File: config.mk
export PLATFORM = sky130hd
export DESIGN_NAME = uart_tx_engine
export DESIGN_NICKNAME = d
export VERILOG_FILES = /design/src/rtl/uart_pkg.sv /design/src/rtl/uart_baud_gen.sv /design/src/rtl/uart_tx_engine.sv
export SDC_FILE = /design/constraint.sdc
export NUM_CORES = 1
export LEC_CHECK = 0
export ABC_AREA = 0
export CAP_MARGIN = 15
export CELL_PAD_IN_SITES_DETAIL_PLACEMENT = 1
export CELL_PAD_IN_SITES_GLOBAL_PLACEMENT = 1
export CORE_MARGIN = 1
export CORE_UTILIZATION = 40
export CTS_CLUSTER_DIAMETER = 40
export CTS_CLUSTER_SIZE = 10
export DETAILED_ROUTE_END_ITERATION = 8
export PLACE_DENSITY_LB_ADDON = 0.1
export RECOVER_POWER = 25
export SYNTH_ARGS = -nofsm -noshare
export SYNTH_HDL_FRONTEND = slang
export SYNTH_SLANG_ARGS = --single-unit
File: constraint.sdc
create_clock -name clk -period 2 [get_ports clk]
set_clock_uncertainty 0.2 [all_clocks]
set_input_delay 0.4 -clock clk [delete_from_list [all_inputs] [get_ports clk]]
set_output_delay 0.4 -clock clk [all_outputs]
set_load 0.05 [all_outputs]
File: src/rtl/uart_pkg.sv
`default_nettype none
// ============================================================================
// Module   : uart_pkg
// Purpose  : Shared UART definitions: FSM state encoding, parity modes and a
//            frame-length helper for benches.
// Revision : 1.0 - initial release
// ============================================================================
package uart_pkg;

  // 3-bit state encoding shared by the TX engine (and later the RX side)
  localparam logic [2:0] ST_IDLE   = 3'd0;
  localparam logic [2:0] ST_START  = 3'd1;
  localparam logic [2:0] ST_DATA   = 3'd2;
  localparam logic [2:0] ST_PARITY = 3'd3;
  localparam logic [2:0] ST_STOP   = 3'd4;
  localparam logic [2:0] ST_DONE   = 3'd5;

  typedef enum logic [2:0] {
    S_IDLE   = ST_IDLE,
    S_START  = ST_START,
    S_DATA   = ST_DATA,
    S_PARITY = ST_PARITY,
    S_STOP   = ST_STOP,
    S_DONE   = ST_DONE
  } tx_state_t;

  // Parity mode selector values
  localparam int PAR_NONE = 0;
  localparam int PAR_EVEN = 1;
  localparam int PAR_ODD  = 2;

  // Frame length in bit times; pass clks_per_bit to get clock cycles instead
  function automatic int frame_clks(input int data_bits, input int parity,
                                    input int stop_bits, input int clks_per_bit = 1);
    return (1 + data_bits + ((parity != PAR_NONE) ? 1 : 0) + stop_bits) * clks_per_bit;
  endfunction

endpackage : uart_pkg
`default_nettype wire

File: src/rtl/uart_baud_gen.sv
`default_nettype none
// ============================================================================
// Module   : uart_baud_gen
// Purpose  : Bit-period counter. Counts 0..CLKS_PER_BIT-1 while enabled and
//            flags the last cycle of each bit period with bit_tick.
// Revision : 1.0 - initial release
// ============================================================================
module uart_baud_gen #(
  parameter int CLKS_PER_BIT = 5208
) (
  input  logic clk,
  input  logic reset,
  input  logic clear,
  input  logic enable,
  output logic bit_tick
);

  localparam int CW = (CLKS_PER_BIT > 1) ? $clog2(CLKS_PER_BIT) : 1;
  localparam logic [CW-1:0] LAST_CNT = CW'(CLKS_PER_BIT - 1);

  logic [CW-1:0] count;

  // Clear dominates enable so a fresh bit period always starts at zero
  assign bit_tick = enable && !clear && (count == LAST_CNT);

  // Bit-period counter with synchronous reset and clear
  always_ff @(posedge clk) begin
    if (reset || clear) begin
      count <= '0;
    end else if (enable) begin
      if (count == LAST_CNT) begin
        count <= '0;
      end else begin
        count <= count + 1'b1;
      end
    end
  end

endmodule : uart_baud_gen
`default_nettype wire

File: src/rtl/uart_tx_engine.sv
`default_nettype none
// ============================================================================
// Module   : uart_tx_engine
// Purpose  : UART transmitter. Frames a UDR byte as start, LSB-first data,
//            optional parity and stop bit(s); reports completion with a done
//            level that is held until tx_start is released.
// Revision : 1.0 - initial release
// ============================================================================
module uart_tx_engine
  import uart_pkg::*;
#(
  parameter int CLKS_PER_BIT = 5208,
  parameter int DATA_BITS    = 8,
  parameter int PARITY       = 0,
  parameter int STOP_BITS    = 1
) (
  input  logic                 clk,
  input  logic                 reset,
  input  logic                 en_tx,
  input  logic                 en_udr,
  input  logic [DATA_BITS-1:0] din,
  input  logic                 tx_start,
  output logic                 tx,
  output logic                 busy,
  output logic                 done
);

  localparam logic       HAS_PARITY = (PARITY != PAR_NONE);
  localparam logic       ODD_FLAG   = (PARITY == PAR_ODD);
  localparam logic [2:0] DATA_LAST  = 3'(DATA_BITS - 1);
  localparam logic [2:0] STOP_LAST  = 3'(STOP_BITS - 1);

  tx_state_t              state, state_next;
  logic [DATA_BITS-1:0]   udr;
  logic [DATA_BITS-1:0]   shreg, shreg_next;
  logic                   par_bit, par_next;
  logic [2:0]             bit_idx, bit_idx_next;
  logic                   tx_next, busy_next, done_next;
  logic                   baud_en, baud_clr, bit_tick;

  // Counter runs only while a bit is on the line; an abort clears it at once
  assign baud_en  = (state == S_START) || (state == S_DATA) ||
                    (state == S_PARITY) || (state == S_STOP);
  assign baud_clr = !en_tx || !baud_en;

  uart_baud_gen #(
    .CLKS_PER_BIT(CLKS_PER_BIT)
  ) u_baud (
    .clk     (clk),
    .reset   (reset),
    .clear   (baud_clr),
    .enable  (baud_en),
    .bit_tick(bit_tick)
  );

  // UDR accepts a new byte only while idle so the byte in flight is stable
  always_ff @(posedge clk) begin
    if (reset) begin
      udr <= '0;
    end else if (en_udr && (state == S_IDLE)) begin
      udr <= din;
    end
  end

  // Next-state, datapath and output decode
  always_comb begin
    state_next   = state;
    shreg_next   = shreg;
    par_next     = par_bit;
    bit_idx_next = bit_idx;
    tx_next      = 1'b1;
    busy_next    = 1'b0;
    done_next    = 1'b0;

    if (!en_tx) begin
      state_next   = S_IDLE;
      bit_idx_next = '0;
    end else begin
      case (state)
        S_IDLE: begin
          if (tx_start) begin
            // Bypass: a byte written in the same cycle goes straight out
            shreg_next   = en_udr ? din : udr;
            par_next     = (^shreg_next) ^ ODD_FLAG;
            bit_idx_next = '0;
            state_next   = S_START;
          end
        end
        S_START: begin
          if (bit_tick) begin
            bit_idx_next = '0;
            state_next   = S_DATA;
          end
        end
        S_DATA: begin
          if (bit_tick) begin
            if (bit_idx == DATA_LAST) begin
              bit_idx_next = '0;
              state_next   = HAS_PARITY ? S_PARITY : S_STOP;
            end else begin
              bit_idx_next = bit_idx + 3'd1;
              shreg_next   = shreg >> 1;
            end
          end
        end
        S_PARITY: begin
          if (bit_tick) begin
            bit_idx_next = '0;
            state_next   = S_STOP;
          end
        end
        S_STOP: begin
          if (bit_tick) begin
            if (bit_idx == STOP_LAST) begin
              bit_idx_next = '0;
              state_next   = S_DONE;
            end else begin
              bit_idx_next = bit_idx + 3'd1;
            end
          end
        end
        S_DONE: begin
          // Held tx_start keeps us here, so it can never retrigger a frame
          if (!tx_start) begin
            state_next = S_IDLE;
          end
        end
        default: begin
          state_next   = S_IDLE;
          bit_idx_next = '0;
        end
      endcase
    end

    // Outputs are decoded from the next state and registered below
    case (state_next)
      S_START: begin
        tx_next   = 1'b0;
        busy_next = 1'b1;
      end
      S_DATA: begin
        tx_next   = shreg_next[0];
        busy_next = 1'b1;
      end
      S_PARITY: begin
        tx_next   = par_next;
        busy_next = 1'b1;
      end
      S_STOP: begin
        busy_next = 1'b1;
      end
      S_DONE: begin
        done_next = 1'b1;
      end
      default: begin
        tx_next = 1'b1;
      end
    endcase
  end

  // FSM state register
  always_ff @(posedge clk) begin
    if (reset) begin
      state <= S_IDLE;
    end else begin
      state <= state_next;
    end
  end

  // Shift register, parity bit and bit index
  always_ff @(posedge clk) begin
    if (reset) begin
      shreg   <= '0;
      par_bit <= 1'b0;
      bit_idx <= '0;
    end else begin
      shreg   <= shreg_next;
      par_bit <= par_next;
      bit_idx <= bit_idx_next;
    end
  end

  // Registered line and status outputs
  always_ff @(posedge clk) begin
    if (reset) begin
      tx   <= 1'b1;
      busy <= 1'b0;
      done <= 1'b0;
    end else begin
      tx   <= tx_next;
      busy <= busy_next;
      done <= done_next;
    end
  end

endmodule : uart_tx_engine
`default_nettype wire

==> reports/results.ini, run 1 <==
[synthesis]
flop_cell=dfxtp_1
yosys.stat.seqShare_pct=35.84
xor_share_pct=8.443
yosysWarnings=0
yosys-top-cells-count=dfxtp_1 (39), nor2_1 (34), nand2_1 (24)
yosysTopAreaCell=dfxtp_1
ys_cells=258
synth-simple-area-share_pct=28.60
syn-num-nets=275
yosysUniqueCellTypes=44
area_leaders=dfxtp_1 (36%), mux2i_1 (6.9%), nor2_1 (5.9%)
ys_area_sq_um=2178
syn-cell-area_sq_um=2178
ys_sh_aoi_pct=13.79
async_reset_ff_share_pct=0
mux_share_pct=6.893
logic_family=simple AND/OR/NAND/NOR gates
synth_cells=258

[layout]
largest_reg_flops=13
buffers=71
register_area_sq_um=784.5
area_delta_synth_final_pct=34.64
top_regs=u_baud.count: 13 flops, shreg: 8 flops, udr: 8 flops
seq_share_pct=26.75
largest_cell_class=logic gates
clock_buffers=6
final_cells=394
mostFrequentLayoutCells=buf_4 (53), dfxtp_1 (36), nor2_1 (33)
drive_gt1_share_pct=25.31
antenna_cells=0
final-clk-cell-share_pct=4.010
final_area_sq_um=2933
combGateArea_sq_um=1339
n_all_inverters=8
fillers=639
finalNetCount=340
largest_register=u_baud.count

[clock_network]
cts_resized=11
cts-htree-levels=2
post_cts_buffers=5
cts_buffer_depth=2
clkTransAtPathRegs_ns=0.08
cts_tree=done
hold_buffers=0
root_buffer=clkbuf_8
insertion_delay_ns=0.30
cts_sinks=39

[timing]
setup_viol=11
period_needed_ns=2.209
drv_slew=0
timing.slew.headroom_pct=60.32
hold_viol=0
tns_ns=-1.261
tightest_slew_ns=0.5978
setup_slack_ns=-0.2088
hold-worst-slack_ns=0.2843
post-route-period-util_pct=110.4

[hold_path]
worstHoldStart=udr[4]
hold_path_class=reg -> reg
hold_depth=2

[detailed_routing]
drt_first_iter_violations=69
wl_met3_um=145
ant_nets=0
routed.top_layer=met4
drc=0
wl_per_cell_um=14.98
viasPerCell=5.221
wl_met2_um=2880
wl_met1_um=2786

[critical_path]
crit_type=reg -> reg
r2r_end=tx
crit_path_top_delay_cell=or3_4
required_ns=1.97
cp_slowest_stage_delay_ns=0.41
critical_path.top_delay_family=simple AND/OR/NAND/NOR gates
crit_chain=ha_4, nand4bb_4, or3_4, a221oi_4, buf_4, o21ai_2, nor4b_2, a211oi_1
cp.arrival_ns=2.18
crit_cells=8
critical_path.endpoint_type=flip-flop
reg2reg_from=u_baud.count[1]
rr_worst_depth=8

[floorplan]
die_h_um=75.80
die_area_sq_um=5745
rows=26
initCoreUtil_pct=42.11
fp.dieW_um=75.80

[placement]
place_area_sq_um=2764
pre_cts_slack_ns=-0.4856
dp_cells=380
place.detailed.hpwl_um=4259
gp_congestion=0.7847

[global_routing]
grt_pass1_vias=1968
grt_pass1_wl_um=9397
grt_max_degree=23
antenna_found_initial=0
met2_usage_pct=36.97
grt_use_total_pct=22.18
global_route.usage.met3_pct=3.836
busiest_layer=met2

[pwr]
power_frac_comb_pct=15.5
p_comb_uw=280
clkPwrFrac_pct=39.2
p_total_mw=1.809
p_seq_share_pct=45.4
p_seq_uw=820
p_int_mw=1.345
ir_drop_mv=0.3936
pwr.group.clock_uw=709
top_power_group=sequential cells

[job]
maxCapViolations=0
warnings=30

[status]
violations=setup timing
outcome=finished with violations

Fig. 1: run 1, placement view
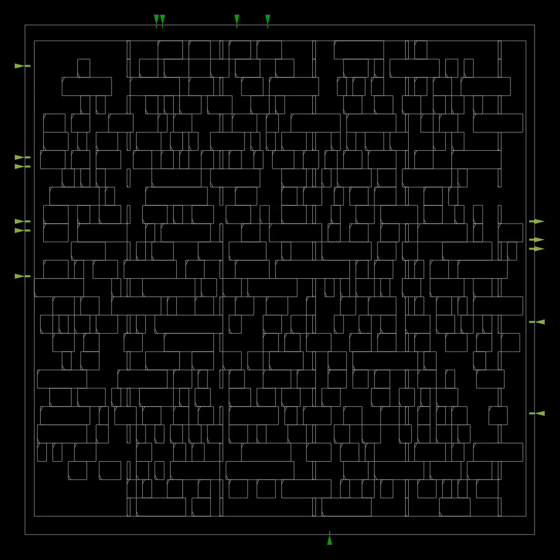
Seq cells: 39
Tapcell Cnt: 70
Layout Utilization: 56.70%

Fig. 2: run 1, wires at chosen ports, followed through buffers
Drawn at 4 px/um.
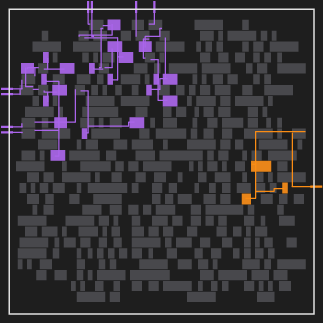
- purple: `din` (bits 8; direction input; edge 4 left, 4 top; end cells 20; wire 237 um)
- orange: `tx_start` (bits 1; direction input; edge right; end cells 3; wire 58.4 um)
top-level I/O count: 16
PortBufs: 15

Fig. 3: run 1, met1 routing
Drawn at 8 px/um. Supply wires on this layer in gray. Cells faint in the background.
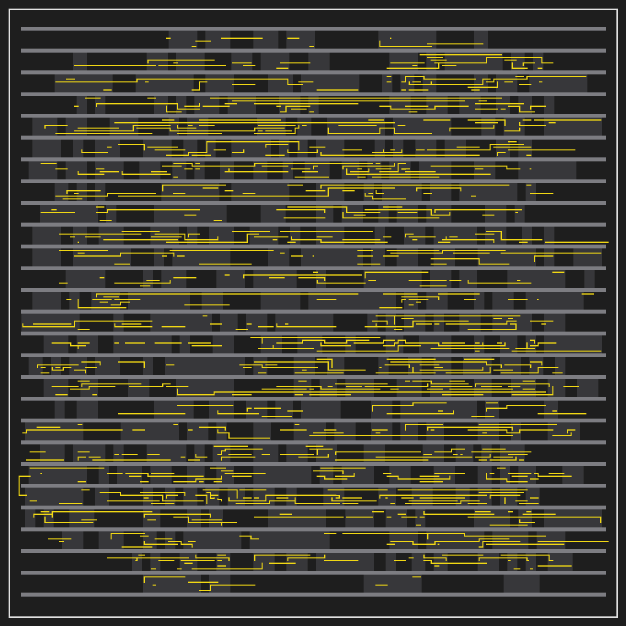
- longest straight run: 41.4 um
- main direction: horizontal
- wire length on this layer: 2790 um
Routed WL: 5902 um
Via Count: 2057
GRT met1 Usage: 28.70%

==> inputs of run 2 (changes only) <==
--- a/config.mk
+++ b/config.mk
@@ -10,7 +10,8 @@
 export CELL_PAD_IN_SITES_DETAIL_PLACEMENT = 1
 export CELL_PAD_IN_SITES_GLOBAL_PLACEMENT = 1
 export CORE_MARGIN = 1
-export CORE_UTILIZATION = 40
+export CORE_UTILIZATION = 41
+export CTS_BUF_LIST = sky130_fd_sc_hd__clkbuf_2 sky130_fd_sc_hd__clkbuf_4 sky130_fd_sc_hd__clkbuf_8
 export CTS_CLUSTER_DIAMETER = 40
 export CTS_CLUSTER_SIZE = 10
 export DETAILED_ROUTE_END_ITERATION = 8
@@ -19,3 +20,4 @@
 export SYNTH_ARGS = -nofsm -noshare
 export SYNTH_HDL_FRONTEND = slang
 export SYNTH_SLANG_ARGS = --single-unit
+export TNS_END_PERCENT = 100
Fig. 4: run 2, met1 routing
Drawn at 8 px/um. Supply wires on this layer in gray. Cells faint in the background.
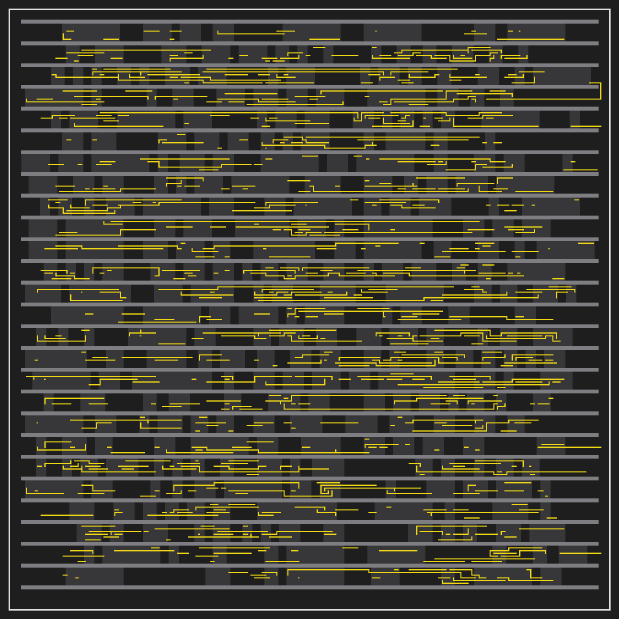
- nets with wire on the layer: 324
- wire length on this layer: 2740 um
- longest straight run: 46.0 um
- share of all routed wire: 46%
- main direction: horizontal

Fig. 5: run 2, wires at chosen ports, followed through buffers
Drawn at 4 px/um.
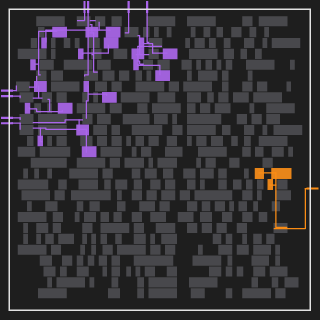
- orange: `tx_start` (bits 1; direction input; edge right; end cells 3; wire 40.7 um)
- purple: `din` (bits 8; direction input; edge 4 left, 4 top; end cells 20; wire 222 um)

==> run 2 against run 1 <==
  * The flow still finishes with violations (setup timing)
  * Register-to-register slack better by 0.06 ns
  * Flip-flop count stayed put
  * Setup slack better by 0.062 ns
  * Area after synthesis stayed put
  * Maximum frequency is 2.9% higher
  * Largest cell class unchanged
==> reports/results.ini, run 2 <==
[critical_path]
critical_path.endpoint_type=flip-flop  ; unchanged
cp.arrival_ns=2.12  ; was 2.18 ns
reg2reg_from=u_baud.count[1]  ; unchanged
crit_chain=ha_4, nand4bb_4, or3_4, buf_6, o211ai_1, nand2_1, nor3b_2, a211oi_1  ; was ha_4, nand4bb_4, or3_4, a221oi_4, buf_4, o21ai_2, nor4b_2, a211oi_1
cp_slowest_stage_delay_ns=0.41  ; about the same
rr_worst_depth=8  ; unchanged
crit_path_top_delay_cell=or3_4  ; unchanged
crit_type=reg -> reg  ; unchanged
required_ns=1.98  ; was 1.97 ns
r2r_end=tx  ; unchanged

[job]
warnings=30  ; unchanged

[detailed_routing]
wl_met1_um=2735  ; was 2786 um
ant_nets=0  ; unchanged
num_vias=2058  ; was 2057
wl_met2_um=3003  ; was 2880 um
routed.top_layer=met4  ; unchanged
drt_first_iter_violations=69  ; unchanged
wl_um=5981  ; was 5902 um
wl_met3_um=140  ; was 145 um
wl_per_cell_um=14.95  ; was 14.98 um
drc=0  ; unchanged
viasPerCell=5.145  ; was 5.221

[clock_network]
post_cts_buffers=7  ; was 5
root_buffer=clkbuf_8  ; unchanged
cts_tree=done  ; unchanged
cts_sinks=39  ; unchanged
hold_buffers=0  ; unchanged
cts_resized=13  ; was 11
insertion_delay_ns=0.29  ; was 0.30 ns
cts_buffers=5  ; unchanged
clkTransAtPathRegs_ns=0.08  ; about the same
cts-htree-levels=2  ; unchanged

[global_routing]
global_route.usage.met3_pct=4.953  ; was 3.836%
grt_use_total_pct=23.48  ; was 22.18%
grtUsageMet1_pct=29.44  ; was 28.70%
grt_pass1_vias=2070  ; was 1968
busiest_layer=met2  ; unchanged
antenna_found_initial=0  ; unchanged
grt_max_degree=14  ; was 23

[pwr]
p_total_mw=1.647  ; was 1.809 mW
p_comb_uw=287  ; was 280 uW
power_frac_comb_pct=17.4  ; was 15.5%
p_int_mw=1.203  ; was 1.345 mW
top_power_group=sequential cells  ; unchanged
p_seq_uw=821  ; was 820 uW
ir_drop_mv=0.3723  ; was 0.3936 mV
clkPwrFrac_pct=32.7  ; was 39.2%
p_seq_share_pct=49.9  ; was 45.4%

[layout]
mostFrequentLayoutCells=buf_4 (57), dfxtp_1 (36), nor2_1 (31)  ; was buf_4 (53), dfxtp_1 (36), nor2_1 (33)
final-clk-cell-share_pct=2.957  ; was 4.010%
register_area_sq_um=784.5  ; unchanged
combGateArea_sq_um=1393  ; was 1339 sq um
drive_gt1_share_pct=29.70  ; was 25.31%
antenna_cells=0  ; unchanged
top_regs=u_baud.count: 13 flops, shreg: 8 flops, udr: 8 flops  ; unchanged
area_delta_synth_final_pct=37.91  ; was 34.64%
finalNetCount=346  ; was 340
seq_share_pct=26.11  ; was 26.75%
largest_reg_flops=13  ; unchanged
largest_register=u_baud.count  ; unchanged

[timing]
setup_slack_ns=-0.1469  ; was -0.2088 ns
setup_viol=10  ; was 11
drv_slew=0  ; unchanged
timing.slew.headroom_pct=59.60  ; was 60.32%
hold_viol=0  ; unchanged
post-route-period-util_pct=107.3  ; was 110.4%
hold-worst-slack_ns=0.2834  ; was 0.2843 ns

[placement]
place_area_sq_um=2759  ; was 2764 sq um
place.detailed.hpwl_um=4357  ; was 4259 um
pre_cts_slack_ns=-0.4705  ; was -0.4856 ns
portBuffers=15  ; unchanged
gp_congestion=0.8431  ; was 0.7847
dp_cells=381  ; was 380

[synthesis]
yosysUniqueCellTypes=44  ; unchanged
xor_share_pct=8.443  ; unchanged
yosysWarnings=0  ; unchanged
ys_sh_aoi_pct=13.79  ; unchanged
syn-cell-area_sq_um=2178  ; unchanged
logic_family=simple AND/OR/NAND/NOR gates  ; unchanged
flop_cell=dfxtp_1  ; unchanged
synth-simple-area-share_pct=28.60  ; unchanged
synth_cells=258  ; unchanged
yosysTopAreaCell=dfxtp_1  ; unchanged
ys_cells=258  ; unchanged
yosys.stat.seqShare_pct=35.84  ; unchanged
mux_share_pct=6.893  ; unchanged
yosys-top-cells-count=dfxtp_1 (39), nor2_1 (34), nand2_1 (24)  ; unchanged
area_leaders=dfxtp_1 (36%), mux2i_1 (6.9%), nor2_1 (5.9%)  ; unchanged
syn-num-nets=275  ; unchanged
ys_area_sq_um=2178  ; unchanged
async_reset_ff_share_pct=0  ; unchanged

[floorplan]
taps=70  ; unchanged
die_area_sq_um=5609  ; was 5745 sq um
fp.dieW_um=74.89  ; was 75.80 um
die_h_um=74.89  ; was 75.80 um
ios=16  ; unchanged
initCoreUtil_pct=42.65  ; was 42.11%

[hold_path]
hold_depth=2  ; unchanged
worstHoldStart=udr[6]  ; was udr[4]
hold_path_class=reg -> reg  ; unchanged

[status]
violations=setup timing  ; unchanged
outcome=finished with violations  ; unchanged

Fig. 6: run 2, placement view
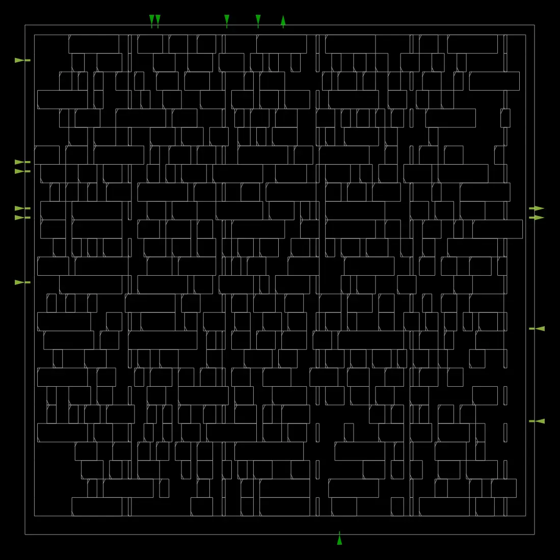
Fill cells: 629
Layout Utilization: 58.82%
Layout Cells excl Fill: 400
CORE AREA: 5107 sq um
row count: 26

Power figures rest on the tool's default switching activity, not on a simulated workload.
